`config.mk`:
```
export PLATFORM = sky130hd
export DESIGN_NAME = rc5_core_param
export DESIGN_NICKNAME = d
export VERILOG_FILES = /design/src/rtl/rc5_pkg.sv /design/src/rtl/rc5_half_round.sv /design/src/rtl/rc5_core_param.sv
export SDC_FILE = /design/constraint.sdc
export NUM_CORES = 1
export LEC_CHECK = 0
export ABC_CLOCK_PERIOD_IN_PS = 10700
export CAP_MARGIN = 20
export CORE_ASPECT_RATIO = 1.25
export CORE_MARGIN = 2
export CORE_UTILIZATION = 65
export DETAILED_ROUTE_END_ITERATION = 16
export PLACE_DENSITY = 0.88
export SYNTH_ARGS = -nofsm -noshare
export SYNTH_HDL_FRONTEND = slang
export SYNTH_SLANG_ARGS = --single-unit
export TNS_END_PERCENT = 1
```
`constraint.sdc`:
```
create_clock -name clock -period 10.7 [get_ports clock]
set_clock_uncertainty 0.15 [all_clocks]
set_input_delay 2.675 -clock clock [delete_from_list [all_inputs] [get_ports clock]]
set_output_delay 2.675 -clock clock [all_outputs]
set_load 0.05 [all_outputs]
```
`src/rtl/rc5_pkg.sv`:
```
// Shared definitions for the RC5 core: FSM states, mode encoding, parameter limits.
package rc5_pkg;

    typedef enum logic [2:0] {
        ST_IDLE   = 3'd0,
        ST_PRE    = 3'd1,
        ST_HALF_A = 3'd2,
        ST_HALF_B = 3'd3,
        ST_OUT    = 3'd4
    } rc5_state_e;

    typedef enum logic {
        MODE_ENC = 1'b0,
        MODE_DEC = 1'b1
    } rc5_mode_e;

    localparam int R_MIN = 1;
    localparam int R_MAX = 12;

    // Word widths the datapath supports.
    function automatic bit rc5_w_legal(input int w);
        return (w == 8) || (w == 16) || (w == 32);
    endfunction

    // Round counts the datapath supports.
    function automatic bit rc5_r_legal(input int r);
        return (r >= R_MIN) && (r <= R_MAX);
    endfunction

endpackage

```
`src/rtl/rc5_half_round.sv`:
```
// One RC5 half-round on a W-bit word.
// Encrypt: res = ((x ^ y) <<< y) + k
// Decrypt: res = ((x - k) >>> y) ^ y
// x is the word being updated, y the controlling word, k the subkey.
module rc5_half_round
    import rc5_pkg::*;
#(
    parameter int W = 8
) (
    input  logic [W-1:0] x,
    input  logic [W-1:0] y,
    input  logic [W-1:0] k,
    input  logic         dir,
    output logic [W-1:0] res
);

    localparam int LW = $clog2(W);

    logic [LW-1:0] amt_s;
    logic [W-1:0]  mix_s;
    logic [W-1:0]  rot_l_s;
    logic [W-1:0]  sub_s;
    logic [W-1:0]  rot_r_s;

    // Forward and inverse paths; a shift by W yields zero, so amount 0 is identity.
    always_comb begin
        amt_s   = y[LW-1:0];
        mix_s   = x ^ y;
        rot_l_s = (mix_s << amt_s) | (mix_s >> (W - int'(amt_s)));
        sub_s   = x - k;
        rot_r_s = (sub_s >> amt_s) | (sub_s << (W - int'(amt_s)));
        if (dir == MODE_DEC) begin
            res = rot_r_s ^ y;
        end else begin
            res = rot_l_s + k;
        end
    end

endmodule

```
`src/rtl/rc5_core_param.sv`:
```
// Iterative RC5 block cipher core: one half-round per cycle, fixed 2R+2 latency.
module rc5_core_param
    import rc5_pkg::*;
#(
    parameter int W = 8,
    parameter int R = 1,
    localparam int T  = 2 * R + 2,
    localparam int AW = $clog2(T)
) (
    input  logic            clock,
    input  logic            reset,
    input  logic            key_wr_en,
    input  logic [AW-1:0]   key_wr_addr,
    input  logic [W-1:0]    key_wr_data,
    input  logic            start,
    input  logic            mode,
    input  logic [2*W-1:0]  in_data,
    output logic            ready,
    output logic [2*W-1:0]  out_data,
    output logic            done
);

    // Round counter width; AW is always CW+1, so {i,1'b0}/{i,1'b1} index S[2i]/S[2i+1].
    localparam int CW = $clog2(R + 1);
    localparam logic [CW-1:0] ROUND_ZERO = CW'(0);
    localparam logic [CW-1:0] ROUND_ONE  = CW'(1);
    localparam logic [CW-1:0] ROUND_LAST = CW'(R);

    if (!rc5_w_legal(W) || !rc5_r_legal(R)) begin : g_param_check
        $error("rc5_core_param: unsupported W or R");
    end

    rc5_state_e    state_r, state_nxt_s;
    rc5_mode_e     mode_r, mode_nxt_s;
    logic [W-1:0]  a_r, b_r, a_nxt_s, b_nxt_s;
    logic [CW-1:0] round_r, round_nxt_s;
    logic [W-1:0]  subkey_r [T];
    logic          key_we_s;
    logic [AW-1:0] idx_a_s, idx_b_s;
    logic [W-1:0]  hr_x_s, hr_y_s, hr_k_s, hr_res_s;
    logic [2*W-1:0] out_data_r;
    logic          done_r, ready_r;

    assign key_we_s = key_wr_en && (state_r == ST_IDLE) &&
                      ({1'b0, key_wr_addr} < (AW + 1)'(T));
    assign idx_a_s  = {round_r, 1'b0};
    assign idx_b_s  = {round_r, 1'b1};

    // Subkey table: cleared by reset, writable only while idle and in range.
    always_ff @(posedge clock) begin
        if (reset) begin
            for (int i = 0; i < T; i++) begin
                subkey_r[i] <= {W{1'b0}};
            end
        end else if (key_we_s) begin
            subkey_r[key_wr_addr] <= key_wr_data;
        end
    end

    // Route A or B half of the round through the shared half-round unit.
    always_comb begin
        hr_x_s = a_r;
        hr_y_s = b_r;
        hr_k_s = subkey_r[idx_a_s];
        if (state_r == ST_HALF_B) begin
            hr_x_s = b_r;
            hr_y_s = a_r;
            hr_k_s = subkey_r[idx_b_s];
        end else begin
            hr_x_s = a_r;
            hr_y_s = b_r;
            hr_k_s = subkey_r[idx_a_s];
        end
    end

    rc5_half_round #(
        .W (W)
    ) u_half_round (
        .x   (hr_x_s),
        .y   (hr_y_s),
        .k   (hr_k_s),
        .dir (mode_r),
        .res (hr_res_s)
    );

    // Next-state and datapath update for the sequencing FSM.
    always_comb begin
        state_nxt_s = state_r;
        mode_nxt_s  = mode_r;
        a_nxt_s     = a_r;
        b_nxt_s     = b_r;
        round_nxt_s = round_r;
        case (state_r)
            ST_IDLE: begin
                if (start) begin
                    mode_nxt_s = rc5_mode_e'(mode);
                    a_nxt_s    = in_data[2*W-1:W];
                    b_nxt_s    = in_data[W-1:0];
                    if (mode == MODE_DEC) begin
                        state_nxt_s = ST_HALF_B;
                        round_nxt_s = ROUND_LAST;
                    end else begin
                        state_nxt_s = ST_PRE;
                        round_nxt_s = ROUND_ONE;
                    end
                end else begin
                    state_nxt_s = ST_IDLE;
                end
            end
            ST_PRE: begin
                if (mode_r == MODE_DEC) begin
                    a_nxt_s     = a_r - subkey_r[0];
                    b_nxt_s     = b_r - subkey_r[1];
                    state_nxt_s = ST_OUT;
                end else begin
                    a_nxt_s     = a_r + subkey_r[0];
                    b_nxt_s     = b_r + subkey_r[1];
                    state_nxt_s = ST_HALF_A;
                end
            end
            ST_HALF_A: begin
                a_nxt_s = hr_res_s;
                if (mode_r == MODE_DEC) begin
                    if (round_r == ROUND_ONE) begin
                        state_nxt_s = ST_PRE;
                    end else begin
                        state_nxt_s = ST_HALF_B;
                        round_nxt_s = round_r - ROUND_ONE;
                    end
                end else begin
                    state_nxt_s = ST_HALF_B;
                end
            end
            ST_HALF_B: begin
                b_nxt_s = hr_res_s;
                if (mode_r == MODE_DEC) begin
                    state_nxt_s = ST_HALF_A;
                end else if (round_r == ROUND_LAST) begin
                    state_nxt_s = ST_OUT;
                end else begin
                    state_nxt_s = ST_HALF_A;
                    round_nxt_s = round_r + ROUND_ONE;
                end
            end
            ST_OUT: begin
                state_nxt_s = ST_IDLE;
                round_nxt_s = ROUND_ZERO;
            end
            default: begin
                state_nxt_s = ST_IDLE;
                round_nxt_s = ROUND_ZERO;
            end
        endcase
    end

    // FSM state register.
    always_ff @(posedge clock) begin
        if (reset) begin
            state_r <= ST_IDLE;
        end else begin
            state_r <= state_nxt_s;
        end
    end

    // Working registers and registered outputs.
    always_ff @(posedge clock) begin
        if (reset) begin
            mode_r     <= MODE_ENC;
            a_r        <= {W{1'b0}};
            b_r        <= {W{1'b0}};
            round_r    <= ROUND_ZERO;
            out_data_r <= {(2 * W){1'b0}};
            done_r     <= 1'b0;
            ready_r    <= 1'b1;
        end else begin
            mode_r  <= mode_nxt_s;
            a_r     <= a_nxt_s;
            b_r     <= b_nxt_s;
            round_r <= round_nxt_s;
            if (state_r == ST_OUT) begin
                out_data_r <= {a_r, b_r};
            end
            done_r  <= (state_r == ST_OUT);
            ready_r <= (state_nxt_s == ST_IDLE);
        end
    end

    assign ready    = ready_r;
    assign out_data = out_data_r;
    assign done     = done_r;

endmodule
```
==> results.toml, run 1 <==
# physical design summary
[outcome]
status = "finished clean"

[synth]
ys_ff = 72
ys_seq_share_pct = 27.9
post-synth-top-area-cell = "edfxtp_1"
synth.area.top_cells = "edfxtp_1 (15%), dfxtp_1 (13%), mux2i_1 (6.0%)"
top_area_share_pct = 15.2
edf_count = 32
simple_gate_share_pct = 20.1
syn_avg_cell_area_um2 = 8.11
synth_adder_area_share_pct = 6.79
compound_area_share_pct = 22.8
logic_family = "AND-OR/OR-AND gates"
syn_nets = 839
async_flop_share_pct = 0
synth_cell_types = 74
yosys_warnings = 0
ff_type = "dfxtp_1"

[setup_path]
crit_cells = 14
crit_chain = "nand3b_2 -> mux4_2 -> inv_1 -> ha_1 -> nor2b_1 -> o31ai_1 -> a21oi_1 -> nor2_1 -> xnor2_1 -> o311ai_0 -> a21oi_1 -> a32o_1 -> a221oi_1 -> o22ai_1"
cp_common_cell = "a21oi_1"
critPathMaxStageDelay_ns = 0.89
worstSetupPathType = "reg -> reg"
reg2reg_slack_ns = 5.28
cp_data_required_time_ns = 10.76
regToRegStartpoint = "state_r[1]"
critPathTopFamily = "AND-OR/OR-AND gates"
cp_num_buf_inv = 1
cp-endpoint = "a_r[5]"
end_kind = "register"
startpoint = "state_r[1]"

[final_timing]
setup_viol = 0
relSlewSlack_pct = 32.1
fmax_mhz = 185
rsz0062_at_grt = "no"
finalCritPeriodShare_pct = 50.6
finalMaxSlewViolations = 0
tightest_slew_ns = 1.00
finalWorstSetupSlack_ns = 5.28
setup_tns_ns = 0
hold_ws_ns = 0.305

[power_and_ir_drop]
p_leak_nw = 2.73
p_int_mw = 0.780
power.share.clock_pct = 18.8
power.group.top = "combinational logic"
swShare_pct = 45.7
powerClk_mw = 0.271
power_frac_seq_pct = 26.1
sequentialPower_mw = 0.375
p_comb_mw = 0.792
combPwrFrac_pct = 55.1
ir_drop_mv = 0.156

[final_layout]
layout.nets = 861
layout_top_cell = "nand2_1"
fin_area_mm2 = 0.00708
layout_top_cells = "nand2_1 (95), nor2_1 (72), a21oi_1 (66), o21ai_0 (54), clkdlybuf4s50_1 (48)"

[route]
routed-wl-met2_um = 9620
drt-wirelength-per-cell_um = 21.1
dr.pass1.iters = 8
met3_length_um = 1490
drt_iter0_markers = 609
wl_met1_um = 7230
vias_per_cell = 6.72

[die]
initCoreUtil_pct = 66.3
pin_count = 49
num_rows = 40
die_h_um = 114
die_w_um = 92.1

[global_routing]
first_global_vias = 5922
antenna_found_initial = 0
grt_pass1_wl_um = 30400
grt_max_degree = 38
track_usage_pct = 37.2

[cts]
cts_root_buf = "clkbuf_16"
cts_resized = 0
path_clk_slew_ns = 0.06
cts_tree = "done"
cts_htree_levels = 3
numClockSinks = 72

[job]
cap_viol_max_count = 0

[placed_design]
portBuffers = 48
gp_congestion = 0.997
placed_cell_area_mm2 = 0.00680

[worst_hold_path]
hold_class = "reg -> reg"
==> run 1: registers in the layout, indices dropped and copies added (netlist names), named ones only <==
register,flops
a_r,8
b_r,8
done,1
mode_r,1
out_data,16
ready,1
round_r,1
state_r,3
subkey_r,32
==> run 1: layer usage <==
metal,global-route usage [%],vias to the layer above
met5,0,-
met4,23.7,0
met3,5.27,100
met2,64.9,374
met1,42.8,2922
li1,-,2856
==> run 1: per-stage QoR <==
step | utilization, % | cells | total power, mW
2_1_floorplan | - | 777 | 0.941
3_3_place_gp | 71.5 | 911 | 1.11
3_5_place_dp | 71.5 | 911 | 1.14
4_1_cts | 74.3 | 927 | 1.41
5_1_grt | 74.4 | 930 | 1.51
6_report | 74.4 | 930 | 1.44
==> run 1: layout make-up <==
type,instances,area [µm²]
multi-input cells,626,4220
fillers,661,2430
flip-flops and latches,72,1760
repair buffers,59,556
clock buffers,10,229
well taps,126,158
inverters,31,116
clock inverters,6,36.3
==> run 1: Yosys cell counts, drive strengths merged, types with 4 or more instances <==
cell	number
a211oi	11
a221oi	4
mux4	6
edfxtp	32
ha	27
nand3	9
or2	4
clkbuf	38
fa	4
or3	5
nand2b	6
mux2i	40
xnor2	39
xor2	10
a21oi	66
and2	36
mux2	8
nand2	95
nor2b	5
a22oi	4
a31oi	13
inv	31
o221ai	5
nor2	72
and3	7
o21ai	55
o31ai	8
nor3	19
buf	10
o211ai	9
a21o	7
a211o	4
o311ai	4
dfxtp	40
==> run 1: worst min-delay path by stage <==
stage,cells after the start,from,end
after global routing,2,out_data[15],out_data[15]
after CTS,2,out_data[1],out_data[1]
after global placement,2,out_data[9],out_data[9]
after detailed placement,2,out_data[13],out_data[13]
after floorplan,1,round_r,state_r[1]
final,2,out_data[0],out_data[0]
Run 1, the metal 3 layer:
Scale: 4 px per µm.
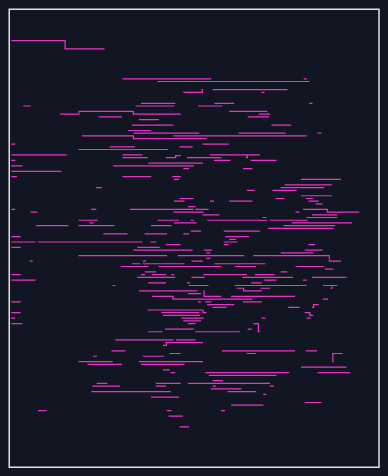
longest straight run: 37.7 µm
wire length on this layer: 1490 µm
nets with wire on the layer: 134
met3 Resource Use GR: 5.27%
via count: 6252
drt total wl: 19600 µm

Run 1, sequential cells colored by netlist name:
Scale: 3 px per µm.
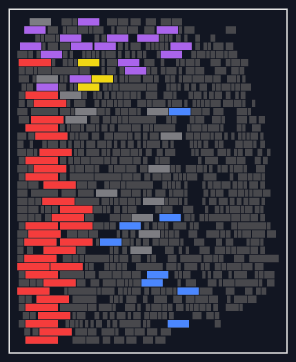
| netlist name | color | sequential cells |
|---|---|---|
| out_data | purple | 16 |
| state_r | yellow | 3 |
| subkey_r | red | 32 |
| a_r | blue | 8 |
not colored: 13
sequential portion of the cell area: 24.9%
Util after Layout: 74.4%
Reg area: 0.00176 mm²

Run 1, the clock network:
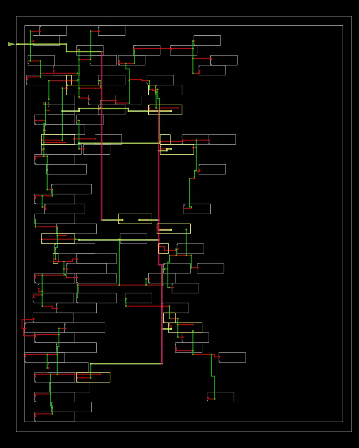
Insertion Delay late pin: 0.34 ns
CLK BUF: 10
CTS buffer count: 9

==> run 2: changes to the inputs <==
ABC_CLOCK_PERIOD_IN_PS = 5100   (was 10700)
CORE_UTILIZATION = 60   (was 65)
PLACE_DENSITY = 0.82   (was 0.88)
clock period = 5.1 ns   (was 10.7 ns; I/O delays follow)
Run 2, wiring heat map:
Scale: 3 px per µm. The die is cut into 19 by 24 equal tiles; black is low, pale yellow is high, scaled to the fullest tile. Values are wire area over tile area, all layers added.
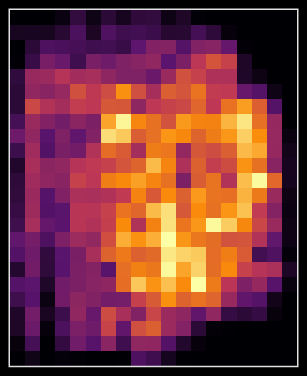
nearly empty tiles: 14%
mean over tiles: 0.33
fullest tile: 0.86
densest ninth of the die: center
tiles over half the peak: 34%

Run 2, the clock network:
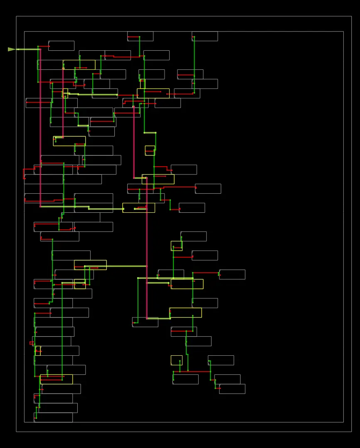
FFs & Latches: 72
CTS sink count: 72

==> run 2 against run 1 <==
Hold slack better by 0.0036 ns. Sequential power increased by 100%. Die size rose by 8.0%. Count of clock-buffer cells in the layout is 1 lower. Register-to-register slack got worse by 5.0 ns. Via count increased by 1.7%. Combinational power up 120%. Critical path type unchanged. Critical endpoint unchanged. Largest power group unchanged.
==> results.toml, run 2 <==
# physical design summary
[outcome]
status = "finished clean"

[setup_path]
cp_num_buf_inv = 1
critPathTopFamily = "AND-OR/OR-AND gates"
end_kind = "register"
crit_slowest_cell = "o311ai_0"
regToRegStartpoint = "state_r[0]"
worstSetupPathType = "reg -> reg"
cp_common_cell = "a21oi_1"
cp_data_required_time_ns = 5.14
reg2reg_slack_ns = 0.33
crit_chain = "and3b_2 -> buf_4 -> nand2_1 -> o21ai_0 -> ha_1 -> nor2b_1 -> o31ai_1 -> a21oi_1 -> nor2_1 -> xnor2_1 -> o311ai_0 -> a21oi_1 -> a32o_1 -> a221oi_1 -> o22ai_1"
crit_cells = 15

[job]
cap_viol_max_count = 0

[synth]
synth.area.top_cells = "edfxtp_1 (15%), dfxtp_1 (13%), mux2i_1 (6.0%)"
ys_top_cells_by_count = "nand2_1 (95), nor2_1 (72), a21oi_1 (66)"
post-synth-top-area-cell = "edfxtp_1"
async_flop_share_pct = 0
edf_count = 32
yosys.cell_count.top_type = "nand2_1"
synth_cell_types = 74
syn_avg_cell_area_um2 = 8.11
syn_nets = 839
ys_ff = 72
ys_seq_share_pct = 27.9
top_area_share_pct = 15.2
yosys_warnings = 0
ff_type = "dfxtp_1"

[final_timing]
setup_viol = 0
setup_tns_ns = 0
finalMaxSlewViolations = 0
relSlewSlack_pct = 43.6
fmax_mhz = 210
finalWorstSetupSlack_ns = 0.328
rsz0062_at_grt = "no"
finalCritPeriodShare_pct = 93.6
tightest_slew_ns = 0.823

[global_routing]
first_global_vias = 6110
busiest_layer = "met2"
grt_max_degree = 28
track_usage_pct = 37.0
grt_pass1_wl_um = 31800
gr-usage-met2_pct = 59.9
grt_util_met1_pct = 42.1
antenna_found_initial = 0
met3_usage_pct = 7.84

[final_layout]
layout.nets = 872
syn_to_final_growth_pct = 13.8
drive_gt1_share_pct = 7.85
top_register = "subkey_r"
layout_top_cell = "nand2_1"
final_cells = 944
finish.utilization_pct = 70.6
layout_top_cells = "nand2_1 (95), nor2_1 (72), a21oi_1 (66), o21ai_0 (54), clkdlybuf4s50_1 (48)"
largest_reg_flops = 32

[route]
met3_length_um = 2110
vias = 6359
vias_per_cell = 6.74
wl_met1_um = 6910
dr.pass1.iters = 7
drt-wirelength-per-cell_um = 21.9
drt_iter0_markers = 873
routed-wl-met2_um = 9910
drt-total-wl_um = 20700

[power_and_ir_drop]
power_frac_seq_pct = 24.3
sequentialPower_mw = 0.750
power.group.top = "combinational logic"
powerClk_mw = 0.577
p_leak_nw = 2.79
p_int_mw = 1.66
ir_drop_mv = 0.298
power.share.clock_pct = 18.6
combPwrFrac_pct = 57.1
p_comb_mw = 1.77
swShare_pct = 46.4

[die]
num_rows = 41
die_w_um = 95.7
initCoreUtil_pct = 62.1
die_h_um = 119
chipArea_mm2 = 0.0113

[cts]
path_clk_slew_ns = 0.06
clk_latency_ns = 0.34
cts_tree = "done"
cts_root_buf = "clkbuf_16"
cts-hold-fix-buffers = 0
cts_buffers = 9
cts_htree_levels = 3

[placed_design]
portBuffers = 48
dp_cells = 927
gp_congestion = 1.03

[worst_hold_path]
hp-start = "out_data[10]"
hold_class = "reg -> reg"
hold_end = "out_data[10]"
-- run 2: cell counts after synthesis --
No cell type changed its count.
-- run 2: per-stage QoR --
| step | instance area (µm²) | hold slack (ns) | power [mW] |
|---|---|---|---|
| final | 7170 | 0.308 | 3.09 |
| after global routing | 7170 | 0.325 | 3.23 |
| after CTS | 7170 | 0.313 | 3.00 |
| after detailed placement | 6900 | 0.303 | 2.43 |
| after global placement | 6890 | 0.296 | 2.37 |
| after floorplan | 6300 | 0.330 | 1.97 |
-- run 2: logic make-up after synthesis --
logic type,Yosys count,share of synthesized area [%]
xor+xnor,49,7.11
flops,72,27.9
mux,54,10.2
fa+ha+maj,32,6.79
simple gates,270,20.1
compound gates,221,22.8
buf+inv,79,5.10
-- run 2: timing repair --
action	in CTS	in global routing
setup buffers	0	0
resized	0	1
endpoints found under the setup margin	0	2
-- run 2: worst max-delay path by stage --
stage                    start      to  slack (ns)
floorplan           state_r[1]  b_r[0]        0.64
global placement    state_r[0]  a_r[5]        0.47
detailed placement  state_r[0]  a_r[5]        0.41
CTS                 state_r[0]  a_r[5]        0.38
global route        state_r[0]  a_r[5]        0.01
finish              state_r[0]  a_r[5]        0.33
-- run 2: tightest hold or removal path, stage by stage, from the launching register on --
cell	delay (ns)
dfxtp_1	0.31
nand2_1	0.05
a21oi_1	0.05
-- run 2: layout make-up --
| type | count | area [µm²] | share of cell area (%) |
|---|---|---|---|
| clock inverter | 7 | 45.0 | 0.628 |
| inverter | 31 | 116 | 1.62 |
| timing repair buffer | 70 | 643 | 8.96 |
| sequential | 72 | 1760 | 24.6 |
| tap | 129 | 161 | 2.25 |
| multi-input combinational | 626 | 4220 | 58.8 |
| clock buffer | 9 | 225 | 3.14 |
Power is estimated from default activity; no workload was simulated.
